## src/rtl/decoder_scan_seq_pkg.sv

```systemverilog
// Shared types for the one-hot decoder / round-robin scan sequencer.
// Mode and FSM state enums plus the select-to-output width helper.
package decoder_pkg;

    typedef enum logic {
        DEC_MODE_DIRECT = 1'b0,
        DEC_MODE_SCAN   = 1'b1
    } mode_e;

    typedef enum logic [1:0] {
        ST_IDLE   = 2'd0,
        ST_DIRECT = 2'd1,
        ST_SCAN   = 2'd2
    } dec_state_e;

    function automatic int out_width(input int sel_w);
        return 1 << sel_w;
    endfunction

endpackage

```

## src/rtl/decoder_scan_seq_if.sv

```systemverilog
// Handshake/control bundle between a select source and decoder_scan_seq.
// Optional parity pins appear when DECODER_SCAN_PARITY_EN is defined.
interface decoder_scan_seq_if #(
    parameter int SEL_W   = 2,
    parameter int DWELL_W = 4
);
    import decoder_pkg::*;

    localparam int OUT_W = out_width(SEL_W);

    logic               enable;
    mode_e              mode;
    logic               sel_valid;
    logic [SEL_W-1:0]   sel;
    logic               sel_ready;
    logic [DWELL_W-1:0] dwell;
    logic [OUT_W-1:0]   y;
    logic               y_valid;
    logic               wrap;
`ifdef DECODER_SCAN_PARITY_EN
    logic               sel_par;
    logic               par_err;
`endif

    modport master (
`ifdef DECODER_SCAN_PARITY_EN
        output sel_par,
        input  par_err,
`endif
        output enable, mode, sel_valid, sel, dwell,
        input  sel_ready, y, y_valid, wrap
    );

    modport slave (
`ifdef DECODER_SCAN_PARITY_EN
        input  sel_par,
        output par_err,
`endif
        input  enable, mode, sel_valid, sel, dwell,
        output sel_ready, y, y_valid, wrap
    );

endinterface

```

## src/rtl/decoder_scan_seq_onehot_dec.sv

```systemverilog
// Combinational binary-index to one-hot decoder shared by both modes.
module onehot_dec #(
    parameter int SEL_W = 2
) (
    input  logic [SEL_W-1:0]      i_idx,
    output logic [(1<<SEL_W)-1:0] o_onehot
);

    always_comb begin
        o_onehot        = '0;
        o_onehot[i_idx] = 1'b1;
    end

endmodule

```

## src/rtl/decoder_scan_seq.sv

```systemverilog
// Registered one-hot decoder with DIRECT (handshaked select) and SCAN (dwell-timed
// round-robin) modes. Define DECODER_SCAN_PARITY_EN to add select parity checking.
//
//   state     | meaning
//   ----------+-----------------------------------------------------------
//   ST_IDLE   | disabled; outputs off, scan position cleared
//   ST_DIRECT | decode accepted select, hold value until next accept
//   ST_SCAN   | walk outputs 0..OUT_W-1, dwell+1 cycles per position
module decoder_scan_seq
    import decoder_pkg::*;
#(
    parameter int SEL_W   = 2,
    parameter int DWELL_W = 4
) (
    input  logic              clk,
    input  logic              reset_n,
    decoder_scan_seq_if.slave bus
);

    localparam int OUT_W = out_width(SEL_W);
    localparam logic [SEL_W-1:0] IDX_LAST = SEL_W'(OUT_W - 1);

    dec_state_e         r_state;
    logic [SEL_W-1:0]   r_idx;
    logic [DWELL_W-1:0] r_dcnt;
    logic [OUT_W-1:0]   r_y;
    logic               r_y_valid;
    logic               r_wrap;

    logic               w_accept;
    logic               w_scan_entry;
    logic               w_step;
    logic               w_par_ok;
    logic [SEL_W-1:0]   w_idx_nxt;
    logic [SEL_W-1:0]   w_dec_in;
    logic [OUT_W-1:0]   w_onehot;

    assign bus.sel_ready = bus.enable && (bus.mode == DEC_MODE_DIRECT);
    assign w_accept      = bus.sel_valid && bus.sel_ready;

    // Entering SCAN always restarts at index 0; afterwards step when the
    // dwell counter reaches the live dwell value.
    assign w_scan_entry = (r_state != ST_SCAN);
    assign w_step       = (r_dcnt >= bus.dwell);
    assign w_idx_nxt    = w_scan_entry ? '0 : (w_step ? r_idx + 1'b1 : r_idx);
    assign w_dec_in     = (bus.mode == DEC_MODE_SCAN) ? w_idx_nxt : bus.sel;

    onehot_dec #(.SEL_W(SEL_W)) u_onehot_dec (
        .i_idx    (w_dec_in),
        .o_onehot (w_onehot)
    );

`ifdef DECODER_SCAN_PARITY_EN
    logic r_par_err;
    assign w_par_ok    = ~^{bus.sel, bus.sel_par};
    assign bus.par_err = r_par_err;
`else
    assign w_par_ok    = 1'b1;
`endif

    always_ff @(posedge clk or negedge reset_n) begin
        if (!reset_n) begin
            r_state   <= ST_IDLE;
            r_idx     <= '0;
            r_dcnt    <= '0;
            r_y       <= '0;
            r_y_valid <= 1'b0;
            r_wrap    <= 1'b0;
`ifdef DECODER_SCAN_PARITY_EN
            r_par_err <= 1'b0;
`endif
        end else begin
            r_wrap <= 1'b0;
`ifdef DECODER_SCAN_PARITY_EN
            r_par_err <= 1'b0;
`endif
            if (!bus.enable) begin
                r_state   <= ST_IDLE;
                r_idx     <= '0;
                r_dcnt    <= '0;
                r_y       <= '0;
                r_y_valid <= 1'b0;
            end else if (bus.mode == DEC_MODE_DIRECT) begin
                r_state <= ST_DIRECT;
                r_idx   <= '0;
                r_dcnt  <= '0;
                if (w_accept && w_par_ok) begin
                    r_y       <= w_onehot;
                    r_y_valid <= 1'b1;
                end else if (r_state != ST_DIRECT) begin
                    r_y       <= '0;
                    r_y_valid <= 1'b0;
                end
`ifdef DECODER_SCAN_PARITY_EN
                // A bad-parity select is consumed but never reaches y.
                if (w_accept && !w_par_ok) begin
                    r_par_err <= 1'b1;
                end
`endif
            end else begin
                r_state   <= ST_SCAN;
                r_idx     <= w_idx_nxt;
                r_y       <= w_onehot;
                r_y_valid <= 1'b1;
                if (w_scan_entry || w_step) begin
                    r_dcnt <= '0;
                end else begin
                    r_dcnt <= r_dcnt + 1'b1;
                end
                r_wrap <= !w_scan_entry && w_step && (r_idx == IDX_LAST);
            end
        end
    end

    assign bus.y       = r_y;
    assign bus.y_valid = r_y_valid;
    assign bus.wrap    = r_wrap;

endmodule

```

## src/flat_wrapper.sv

```systemverilog
// flat-port wrapper written by rule: the top's interface ports become plain ports
module decoder_scan_seq_flat import decoder_pkg::*;
#(
    parameter int SEL_W   = 2,
    parameter int DWELL_W = 4
)
  (clk, reset_n, bus_enable, bus_mode, bus_sel_valid, bus_sel, bus_dwell, bus_sel_ready, bus_y, bus_y_valid, bus_wrap);
  decoder_scan_seq_if #(.SEL_W(SEL_W), .DWELL_W(DWELL_W)) bus_i ();
  input  logic clk;
  input  logic reset_n;
  input wire logic [$bits(bus_i.enable)-1:0] bus_enable;
  input wire logic [$bits(bus_i.mode)-1:0] bus_mode;
  input wire logic [$bits(bus_i.sel_valid)-1:0] bus_sel_valid;
  input wire logic [$bits(bus_i.sel)-1:0] bus_sel;
  input wire logic [$bits(bus_i.dwell)-1:0] bus_dwell;
  output wire logic [$bits(bus_i.sel_ready)-1:0] bus_sel_ready;
  output wire logic [$bits(bus_i.y)-1:0] bus_y;
  output wire logic [$bits(bus_i.y_valid)-1:0] bus_y_valid;
  output wire logic [$bits(bus_i.wrap)-1:0] bus_wrap;
  assign bus_i.enable = bus_enable;
  assign bus_i.mode = bus_mode;
  assign bus_i.sel_valid = bus_sel_valid;
  assign bus_i.sel = bus_sel;
  assign bus_i.dwell = bus_dwell;
  assign bus_sel_ready = bus_i.sel_ready;
  assign bus_y = bus_i.y;
  assign bus_y_valid = bus_i.y_valid;
  assign bus_wrap = bus_i.wrap;
  decoder_scan_seq #(.SEL_W(SEL_W), .DWELL_W(DWELL_W)) u_core (.clk(clk), .reset_n(reset_n), .bus(bus_i));
endmodule
```

## config.mk

```make
export PLATFORM = sky130hd
export DESIGN_NAME = decoder_scan_seq_flat
export DESIGN_NICKNAME = d
export VERILOG_FILES = /design/src/rtl/decoder_scan_seq_pkg.sv /design/src/rtl/decoder_scan_seq_if.sv /design/src/rtl/decoder_scan_seq_onehot_dec.sv /design/src/rtl/decoder_scan_seq.sv /design/src/flat_wrapper.sv
export SDC_FILE = /design/constraint.sdc
export NUM_CORES = 1
export LEC_CHECK = 0
export ABC_CLOCK_PERIOD_IN_PS = 5060
export CAP_MARGIN = 20
export CORE_MARGIN = 2
export CORE_UTILIZATION = 51
export DETAILED_ROUTE_END_ITERATION = 6
export PLACE_DENSITY = 0.81
export SLEW_MARGIN = 5
export SYNTH_ARGS = -nofsm -noshare
export SYNTH_HDL_FRONTEND = slang
export SYNTH_HIERARCHICAL = 1
export SYNTH_SLANG_ARGS = --single-unit
```

## constraint.sdc

```tcl
create_clock -name clk -period 5.06 [get_ports clk]
set_input_delay 1.012 -clock clk [delete_from_list [all_inputs] [get_ports clk]]
set_output_delay 1.012 -clock clk [all_outputs]
set_load 0.05 [all_outputs]
```

Clock wiring as the flow saved it:
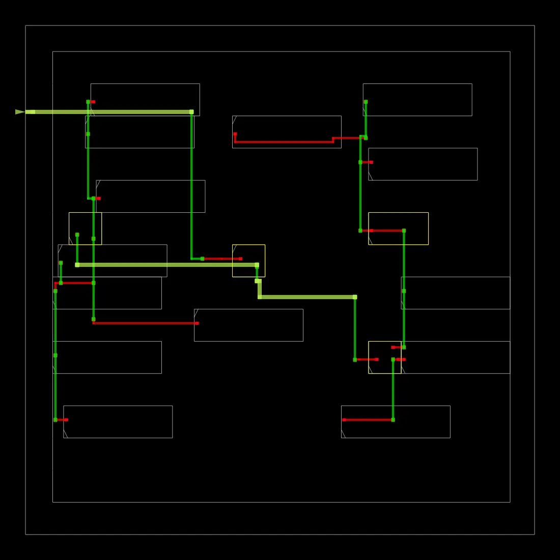
reported clock group power: 77.6 uW
Clock Sinks: 14
flop count: 14

Sequential cells colored by netlist name:
Other sequential cells in the stronger gray, the rest of the logic in the fainter gray.
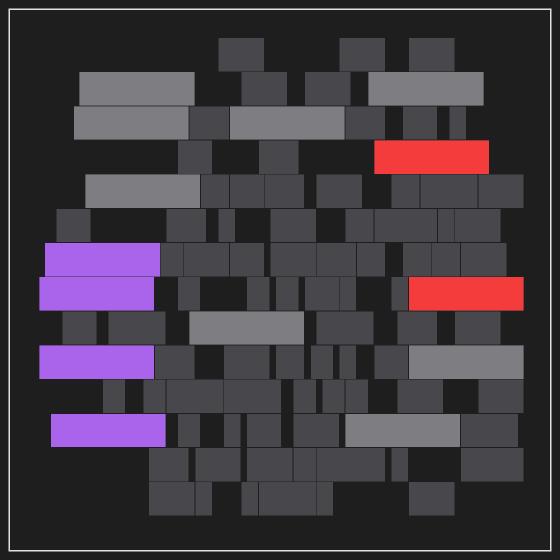
[red] u_core/r_state | flops: 2
[purple] u_core/r_dcnt | flops: 4 | where: left middle
final core utilization: 68.1%
Flop area: 350 um^2
Seq power: 116 uW
flop share of the area: 35.0%

Clock network drawn from the DEF:
Bar = 10 um.
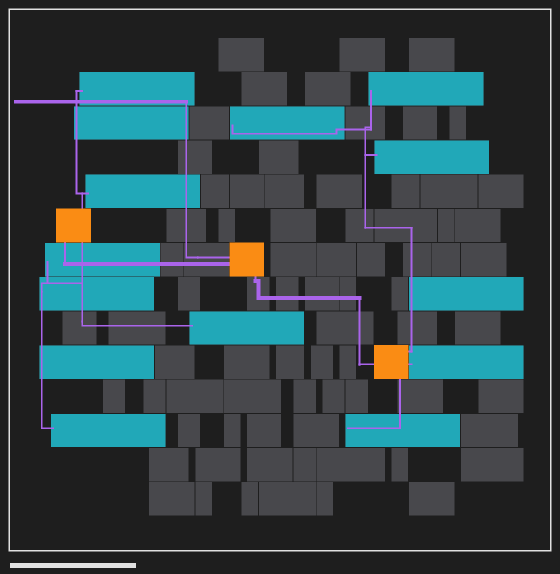
[cyan] flip-flops | count: 14
[purple] clock wires | length: 161 um
[orange] clock drivers | count: 3
routed clock nets: 4

Cell sizes after repair:
Bar = 10 um.
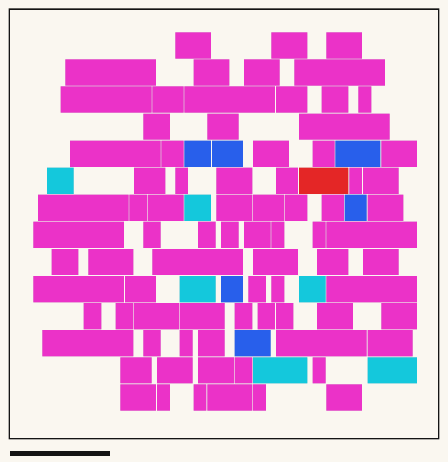
[blue] _2 cells | cells: 6 | share: 6.5%
[red] _6 and larger | cells: 1 | share: 1.1%
[cyan] _3 and _4 cells | cells: 6 | share: 6.5%
[magenta] _0 and _1 cells | cells: 80 | share: 86%

==> metrics.csv <==
stage,metric,value,unit
status,outcome,"complete, no violations",
synth,register share after synthesis,45.2,%
finish,diodes inserted,0,
timing,Slew @ Worst Pin,0.626,ns
run,Log Warnings,26,
cts,H-tree level count,1,
timing,final slew viol count,0,
worst_setup_path,CP Class,input pin to primary output,
floorplanning,die area,1850,um^2
timing,Setup TNS Final,0,ns
placed_design,cell total after placement,105,
worst_setup_path,crit path max fanout,6,
worst_hold_path,Hold EP,u_core/bus.y[1]$_DFFE_PN0P_,
worst_hold_path,HP Class,register to register,
global_routing,met1 global-route usage,22.2,%
synth,syn_nets,89,
drt,Wirelength per Cell,12.6,um
drt,wire length on met1,657,um
synth,"Chip Area, Yosys",776,um^2
worst_hold_path,worst hold stages,1,
power,static leakage,0.000467,uW
placed_design,RePlAce Congestion,0.765,
worst_hold_path,hold_sp,u_core/bus.y[1]$_DFFE_PN0P_,
finish,fin nets,111,
drt,final routed DRC violation total,0,
floorplanning,# IOs,18,
cts,CTS Hold Buffers Added,0,
global_routing,GRT Max-Usage Layer,met2,
synth,total number of yosys warnings,6,
finish,area grow syn2layout,29.2,%
worst_setup_path,Worst Setup End Kind,primary output,
floorplanning,FP Core Util,52.7,%
placed_design,post-detail-place hpwl,1.08,mm
cts,CTS Root Cell,clkbuf_4,
global_routing,initial antenna violation count,0,
timing,slack of the critical path,1.48,ns
timing,Final Hold Slack,0.513,ns
timing,final setup fails,0,
synth,top cells by area,"dfrtp_1 (45%), ha_1 (9.7%), a22o_1 (4.5%), inv_1 (2.9%), o21ai_0 (2.6%)",
global_routing,first-pass GRT wire length,2.30,mm
drt,DR iter-0 viols,12,
finish,Top Layout Cells,"clkdlybuf4s50_1 (17), dfrtp_1 (14), inv_1 (6), ha_1 (6)",
cts,post_cts resized,0,
worst_setup_path,Critical R2R Capture,u_core/bus.y[2]$_DFFE_PN0P_,
cts,Late-Pin Clk Latency,0.28,ns
worst_setup_path,FF-to-FF path depth,8,
worst_setup_path,Worst EP arrival,2.56,ns
drt,WL met2,635,um
synth,"Cell Area, Synth",776,um^2
drt,top layer in use,met3,
floorplanning,CORE AREA,1470,um^2
floorplanning,# rows,14,
drt,Vias,590,
synth,ys cells,72,
cts,postcts setup bufs,0,
global_routing,GR Util met3,7.66,%
placed_design,placed cell area,966,um^2
floorplanning,Die X,43,um
synth,"flops & latches, synth",14,
finish,share of layout cells above drive strength 1,14.0,%
timing,Max-Slew Margin vs Limit,58.2,%
cts,CTS Buf Count,3,
global_routing,GR Util met2,25.8,%
synth,leading area contributor after synthesis,dfrtp_1,
synth,Max-area cell share,45.2,%
drt,via density per instance,5.41,
cts,TritonCTS clock tree,done,
floorplanning,Die Span Y,43,um
global_routing,All-Layer GR Usage,17.2,%
timing,Tcrit/Tclk final,70.7,%
global_routing,gr ovfl total,0,
drt,DRT Pass-1 Iters,4,
timing,final hold violations,0,
placed_design,pre-CTS setup slack,1.49,ns
worst_setup_path,crit path DRT,4.05,ns
finish,cell area after layout,1000,um^2
drt,Detail Route Antenna Nets,0,
power,maximum vdd drop,162,uV
global_routing,largest net degree at the start of global routing,15,
synth,Cells after Synth,72,
timing,RSZ-0062 raised after global routing,false,
synth,mean post-synth cell area,10.8,um^2
timing,Clock Skews,0.00357,ns
run,Max Cap Viol,0,
synth,Cell Type Count,32,
power,total power,234,uW
worst_setup_path,RR Startpoint,u_core/r_dcnt[0]$_DFF_PN0_,
cts,clk buf depth,2,
worst_setup_path,CP endpoint,bus_sel_ready,
placed_design,IO buf count,17,
timing,maximum clock rate,280,MHz
drt,final WL,1.37,mm
worst_setup_path,R2R Setup Slk,2.97,ns
global_routing,vias in the first global route,562,
worst_setup_path,Worst Setup SP,bus_enable,
drt,metal3 WL,78,um
worst_setup_path,CP Launch Type,input pin,
cts,Clock Pin Slew Worst Setup and Hold Paths,0.08,ns
finish,Non-Filler Instances,109,
timing,Tmin final,3.58,ns
finish,Top cell excl fill/tap,clkdlybuf4s50_1,
power,PwrDens,234,nW/um^2
-- power by group --
group	total [uW]	internal [uW]	switching, uW
Clock	77.6	43.8	33.8
Sequential	116	115	1.92
Combinational	40.2	18.5	21.7
Total	234	177	57.5
-- synth_stat cells (all sizes together) --
| master | number |
|---|---|
| a21oi | 2 |
| o211ai | 1 |
| nor2b | 4 |
| xnor2 | 1 |
| and2 | 2 |
| o21ai | 4 |
| and4 | 1 |
| a21o | 1 |
| nor3b | 1 |
| xor2 | 1 |
| o211a | 1 |
| o311ai | 1 |
| nor3 | 4 |
| nor4 | 1 |
| a22o | 4 |
| dfrtp | 14 |
| and2b | 2 |
| nand3 | 3 |
| a311o | 1 |
| or2b | 1 |
| nor2 | 3 |
| inv | 6 |
| o21a | 2 |
| nand2b | 1 |
| ha | 6 |
| nand2 | 4 |
-- kinds of logic after synthesis --
| family | synth area share [%] |
|---|---|
| buffers and inverters | 2.90 |
| adders and majority gates | 9.68 |
| DFF | 45.2 |
| xor gates and xnor gates | 2.26 |
| and+or+nand+nor | 23.1 |
| AOI/OAI and AO/OA | 16.9 |
-- sequential cells by signal, summed over array words and instances, names as in the netlist --
register / cells
u_core/bus.y: 4
u_core/r_dcnt: 4
u_core/r_idx: 2
u_core/r_state: 2
u_core/bus.wrap: 1
u_core/bus.y_valid: 1
-- critical path, stage by stage --
cell and delay (ns):
clkdlybuf4s50_1 0.55, nor2b_1 0.19, clkdlybuf4s50_1 0.82
-- area by class of cell --
type | count | area [um^2]
Fill cell | 125 | 469
Multi-Input combinational cell | 52 | 403
Sequential cell | 14 | 350
Timing Repair Buffer | 17 | 170
Clock buffer | 4 | 36.3
Inverter | 6 | 22.5
Tap cell | 16 | 20.0
No activity file was given, so power comes from the tool's default toggle rates.
